Figure 1. M3 wires.
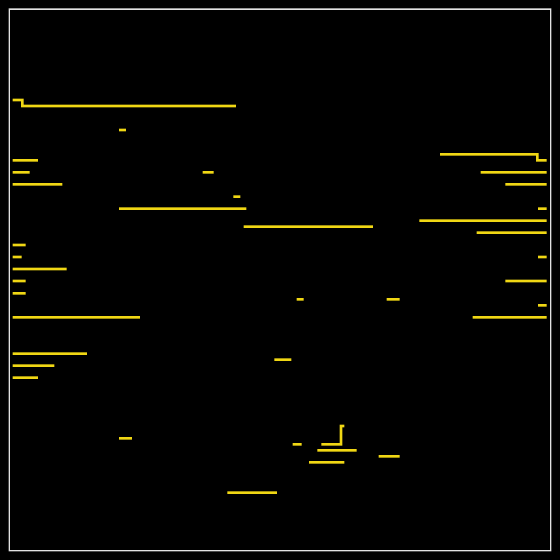
Figure 2. Signal wires on met2.
Bar = 20 um.
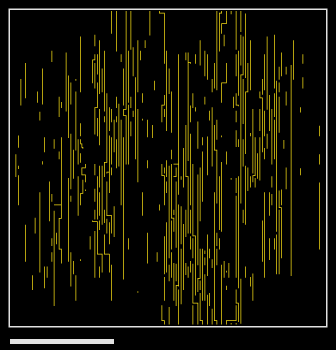
===== config.mk =====
export PLATFORM = sky130hd
export DESIGN_NAME = bip_report_sequencer
export DESIGN_NICKNAME = d
export VERILOG_FILES = /design/src/rtl/bip_pkg.sv /design/src/rtl/bip_word_serializer.sv /design/src/rtl/bip_report_sequencer.sv
export SDC_FILE = /design/constraint.sdc
export NUM_CORES = 1
export LEC_CHECK = 0
export CAP_MARGIN = 20
export CORE_UTILIZATION = 46
export DETAILED_ROUTE_END_ITERATION = 12
export PLACE_DENSITY = 0.79
export SKIP_CTS_REPAIR_TIMING = 1
export SLEW_MARGIN = 20
export SYNTH_ARGS = -nofsm -noshare
export SYNTH_HDL_FRONTEND = slang
export SYNTH_HIERARCHICAL = 1
export SYNTH_SLANG_ARGS = --single-unit

===== constraint.sdc =====
create_clock -name i_clock -period 2.3 [get_ports i_clock]
set_clock_uncertainty 0.1 [all_clocks]
set_input_delay 0.46 -clock i_clock [delete_from_list [all_inputs] [get_ports i_clock]]
set_output_delay 0.46 -clock i_clock [all_outputs]
set_load 0.03 [all_outputs]

===== src/rtl/bip_pkg.sv =====
// Shared types and word-count helpers for the BIP-I run/report sequencer.
// Word counts grow by one when BIP_REPORT_CHECKSUM_EN is defined.
package bip_pkg;

    localparam int DEFAULT_HALT_OPCODE        = 0;
    localparam int DEFAULT_OUTPUT_WORD_LENGTH = 8;

    typedef enum logic [2:0] {
        ST_IDLE,
        ST_RUN,
        ST_SEND,
        ST_WAIT_TX,
        ST_DONE
    } state_t;

    function automatic int words_for(input int bits, input int word_len);
        return (bits + word_len - 1) / word_len;
    endfunction

    function automatic int cc_words(input int cc_len, input int word_len);
        return words_for(cc_len, word_len);
    endfunction

    function automatic int acc_words(input int acc_len, input int word_len);
        return words_for(acc_len, word_len);
    endfunction

    function automatic int n_words(input int cc_len, input int acc_len, input int word_len);
`ifdef BIP_REPORT_CHECKSUM_EN
        return cc_words(cc_len, word_len) + acc_words(acc_len, word_len) + 1;
`else
        return cc_words(cc_len, word_len) + acc_words(acc_len, word_len);
`endif
    endfunction

endpackage


===== src/rtl/bip_word_serializer.sv =====
// Frozen CC/ACC snapshot plus word counter; presents word[counter] to the UART.
// With BIP_REPORT_CHECKSUM_EN the final word is the XOR of all data words.
module bip_word_serializer
    import bip_pkg::*;
#(
    parameter int CC_LENGTH   = 11,
    parameter int ACC_LENGTH  = 16,
    parameter int WORD_LENGTH = 8
) (
    input  logic                   clock,
    input  logic                   reset,
    input  logic                   capture,
    input  logic                   advance,
    input  logic [CC_LENGTH-1:0]   cc,
    input  logic [ACC_LENGTH-1:0]  acc,
    output logic [WORD_LENGTH-1:0] word,
    output logic                   last
);

    localparam int CC_WORDS   = cc_words(CC_LENGTH, WORD_LENGTH);
    localparam int ACC_WORDS  = acc_words(ACC_LENGTH, WORD_LENGTH);
    localparam int DATA_WORDS = CC_WORDS + ACC_WORDS;
    localparam int N_WORDS    = n_words(CC_LENGTH, ACC_LENGTH, WORD_LENGTH);
    localparam int CNT_W      = (N_WORDS > 1) ? $clog2(N_WORDS) : 1;
    localparam int SNAP_W     = DATA_WORDS * WORD_LENGTH;

    logic [CC_WORDS*WORD_LENGTH-1:0]  cc_ext;
    logic [ACC_WORDS*WORD_LENGTH-1:0] acc_ext;
    logic [SNAP_W-1:0]                snapshot;
    logic [CNT_W-1:0]                 count;

    always_comb begin
        cc_ext                 = '0;
        cc_ext[CC_LENGTH-1:0]  = cc;
        acc_ext                = '0;
        acc_ext[ACC_LENGTH-1:0] = acc;
    end

    // CC occupies the low words so word 0 is the CC least-significant byte.
    always_ff @(posedge clock) begin
        if (reset) begin
            snapshot <= '0;
            count    <= '0;
        end else if (capture) begin
            snapshot <= {acc_ext, cc_ext};
            count    <= '0;
        end else if (advance) begin
            count    <= count + CNT_W'(1);
        end
    end

`ifdef BIP_REPORT_CHECKSUM_EN
    logic [WORD_LENGTH-1:0] checksum;

    always_comb begin
        checksum = '0;
        for (int k = 0; k < DATA_WORDS; k++) begin
            checksum = checksum ^ snapshot[k*WORD_LENGTH +: WORD_LENGTH];
        end
    end
`endif

    always_comb begin
        word = '0;
        for (int k = 0; k < DATA_WORDS; k++) begin
            if (count == CNT_W'(k)) begin
                word = snapshot[k*WORD_LENGTH +: WORD_LENGTH];
            end
        end
`ifdef BIP_REPORT_CHECKSUM_EN
        if (count == CNT_W'(N_WORDS - 1)) begin
            word = checksum;
        end
`endif
    end

    assign last = (count == CNT_W'(N_WORDS - 1));

endmodule


===== src/rtl/bip_report_sequencer.sv =====
// Run/report controller: runs the BIP-I CPU until HALT, then streams CC and ACC
// to the UART one word per handshake. Optional checksum word: BIP_REPORT_CHECKSUM_EN.
//
// state      | meaning
// IDLE       | waiting for host run command, CPU stopped
// RUN        | CPU enabled, watching for HALT opcode
// SEND       | one-cycle transmit request for the current word
// WAIT_TX    | holding the word until the UART reports done
// DONE       | one-cycle completion pulse
module bip_report_sequencer
    import bip_pkg::*;
#(
    parameter int CANT_BITS_OPCODE   = 5,
    parameter int CC_LENGTH          = 11,
    parameter int ACC_LENGTH         = 16,
    parameter int OUTPUT_WORD_LENGTH = DEFAULT_OUTPUT_WORD_LENGTH,
    parameter int HALT_OPCODE        = DEFAULT_HALT_OPCODE
) (
    input  logic                          i_clock,
    input  logic                          i_reset,
    input  logic                          i_run,
    input  logic [CANT_BITS_OPCODE-1:0]   i_opcode,
    input  logic [CC_LENGTH-1:0]          i_cc,
    input  logic [ACC_LENGTH-1:0]         i_acc,
    input  logic                          i_tx_done,
    output logic                          o_cpu_enable,
    output logic                          o_tx_start,
    output logic [OUTPUT_WORD_LENGTH-1:0] o_data_tx,
    output logic                          o_busy,
    output logic                          o_done
);

    localparam logic [CANT_BITS_OPCODE-1:0] HALT_CODE = CANT_BITS_OPCODE'(HALT_OPCODE);

    state_t state;
    state_t state_next;
    logic   halt_seen;
    logic   capture;
    logic   advance;
    logic   last_word;

    assign halt_seen = (i_opcode == HALT_CODE);

    always_ff @(posedge i_clock) begin
        if (i_reset) begin
            state <= ST_IDLE;
        end else begin
            state <= state_next;
        end
    end

    always_comb begin
        state_next = state;
        case (state)
            ST_IDLE:    if (i_run) state_next = ST_RUN;
            ST_RUN:     if (halt_seen) state_next = ST_SEND;
            ST_SEND:    state_next = ST_WAIT_TX;
            ST_WAIT_TX: if (i_tx_done) state_next = last_word ? ST_DONE : ST_SEND;
            ST_DONE:    state_next = ST_IDLE;
            default:    state_next = ST_IDLE;
        endcase
    end

    always_comb begin
        o_cpu_enable = (state == ST_RUN);
        o_tx_start   = (state == ST_SEND);
        o_busy       = (state != ST_IDLE);
        o_done       = (state == ST_DONE);
    end

    assign capture = (state == ST_RUN) && halt_seen;
    assign advance = (state == ST_WAIT_TX) && i_tx_done && !last_word;

    bip_word_serializer #(
        .CC_LENGTH   (CC_LENGTH),
        .ACC_LENGTH  (ACC_LENGTH),
        .WORD_LENGTH (OUTPUT_WORD_LENGTH)
    ) u_serializer (
        .clock   (i_clock),
        .reset   (i_reset),
        .capture (capture),
        .advance (advance),
        .cc      (i_cc),
        .acc     (i_acc),
        .word    (o_data_tx),
        .last    (last_word)
    );

endmodule


==> GITHUB_STEP_SUMMARY <==
## Synthesis and layout report

| Metric | Value |
|---|---|
| Sinks on the clock net | `32` |
| Post-Synthesis Net Count | `209` |
| P_comb | `0.223 mW` |
| Synth warn | `6` |
| Total clock network power | `0.331 mW` |
| Most frequently placed logic cell in the final layout | `clkdlybuf4s50_1` |
| Unrepaired setup endpoints after global routing | `true` |
| Finished Cell Area | `2230 um2` |
| Register-to-register setup slack | `0.56 ns` |
| Buffers, non-clock | `54` |
| IR Drop Worst-Case VDD | `0.369 mV` |
| Crit path max-delay cell type | `or4b_4` |
| Final critical-path setup slack | `-0.140 ns` |
| Starting Density | `50.4%` |
| Routability-driven placement congestion ratio | `0.799` |
| Final Core Density | `70.8%` |
| Mean routed wirelength per cell | `14.1 um` |
| Clock tree from TritonCTS | `done` |
| Number of gates on the worst path with buffers counted | `4` |
| Nets | `260` |
| Chip Area | `3690 um2` |
| Worst-Skew Late Latency | `0.32 ns` |
| Max frequency | `410 MHz` |
| Total global routing overflow | `0` |
| Antenna viol nets, final | `0` |
| Path category of the worst min-delay check | `reg2reg` |
| Proportion of register bits with asynchronous set or reset after synthesis | `0%` |
| Switching portion of total power | `26.7%` |
| Number of failing setup endpoints in the final timing report | `4` |
| Post-Syn Area | `1590 um2` |
| Top cell type by instance count after synthesis | `dfxtp_1` |
| Worst slack at placement | `0.0741 ns` |
| Number of fillers in the final layout | `247` |
| Power consumed by sequential cells | `0.589 mW` |
| Yosys stat chip area | `1590 um2` |
| Synth area leaders | `dfxtp_1 40%, mux2i_1 18%, nor2_1 7.3%` |
| CP top delay family | `simple AND/OR/NAND/NOR gates` |
| Result of the run | `finished with violations` |
| Largest area contributor in the netlist | `dfxtp_1` |
| Hold path cells | `2` |
| Relative contribution of combinational cells to total power | `19.5%` |
| Placed wire-length estimate | `2.68 mm` |
| Starting DRT DRC Count | `32` |
| Sequential cell count | `32` |
| Category of the most critical setup path | `reg2out` |
| Maximum clock path buffer count | `2` |
| Total routing usage reported by global routing | `21.4%` |
| Longest individual stage delay on the worst path | `0.60 ns` |
| Synthesis-to-layout area growth | `40.6%` |
| CTS H-Tree Depth | `2` |
| Compound-gate portion of the synthesized area | `10.7%` |
| Number of input and output port buffers inserted | `47` |
| Synthesized-area fraction occupied by and/or/nand/nor cells | `20.2%` |
| Relative contribution of sequential cells to total power | `51.5%` |
| Worst reg2reg path endpoint | `u_serializer/count[1]` |
| Well-Tap Cells | `44` |
| P per Cell Area | `512 nW/um2` |
| Mean instance size in the synthesized netlist | `9.46 um2` |
| Via Count | `1,390` |
| Cell type taking the most area | `multi-input combinational cells` |
| Number of logged tool warnings | `32` |
| Fraction of layout instances using a drive strength above 1 | `18.6%` |
| Share of cell area taken by multi-input logic gates | `40.2%` |
| Clock-pin slew reported for the worst setup and hold paths after clock tree synthesis | `0.09 ns` |
| Violations in the final reports | `setup timing` |
| Global-route wire length before repair | `5.75 mm` |
| # clk buffers | `8` |
| ClkCell Share | `2.63%` |
| Number of rows created at floorplan | `20` |
Notes on Figure 1 above:
- nets with wire on the layer: 31
- wire length on this layer: 188 um

Notes on Figure 2 above:
- main direction: vertical
- share of all routed wire: 51%
- wire length on this layer: 1,900 um
- longest straight run: 40.5 um

[flip-flops by register name, summed over array words and instances (netlist names)]
signal / count
u_serializer/snapshot: 27
state: 3
u_serializer/count: 2
[routing by layer]
metal	track usage (%)	part of all wire (%)	routed length [um]
met2	39.6	51	1900
met5	0	0	0
met1	22.9	41	1540
met4	9.42	2.5	93
met3	5.33	5.0	187
[tightest hold or removal path, stage by stage (launching register included)]
cell	delay, ns
dfxtp_1	0.34
mux2i_1	0.07
nor2_1	0.07
[cell families (layout without fill, tap and decap cells)]
family | Yosys count | after routing
AND-OR/OR-AND | 18 | 18
XOR/XNOR | 1 | 1
adder cells (fa/ha/maj) | 5 | 5
buffers and inverters | 21 | 73
flip-flops | 32 | 32
multiplexers | 28 | 28
AND/OR/NAND/NOR | 63 | 63
Power and IR drop assume default switching activity.
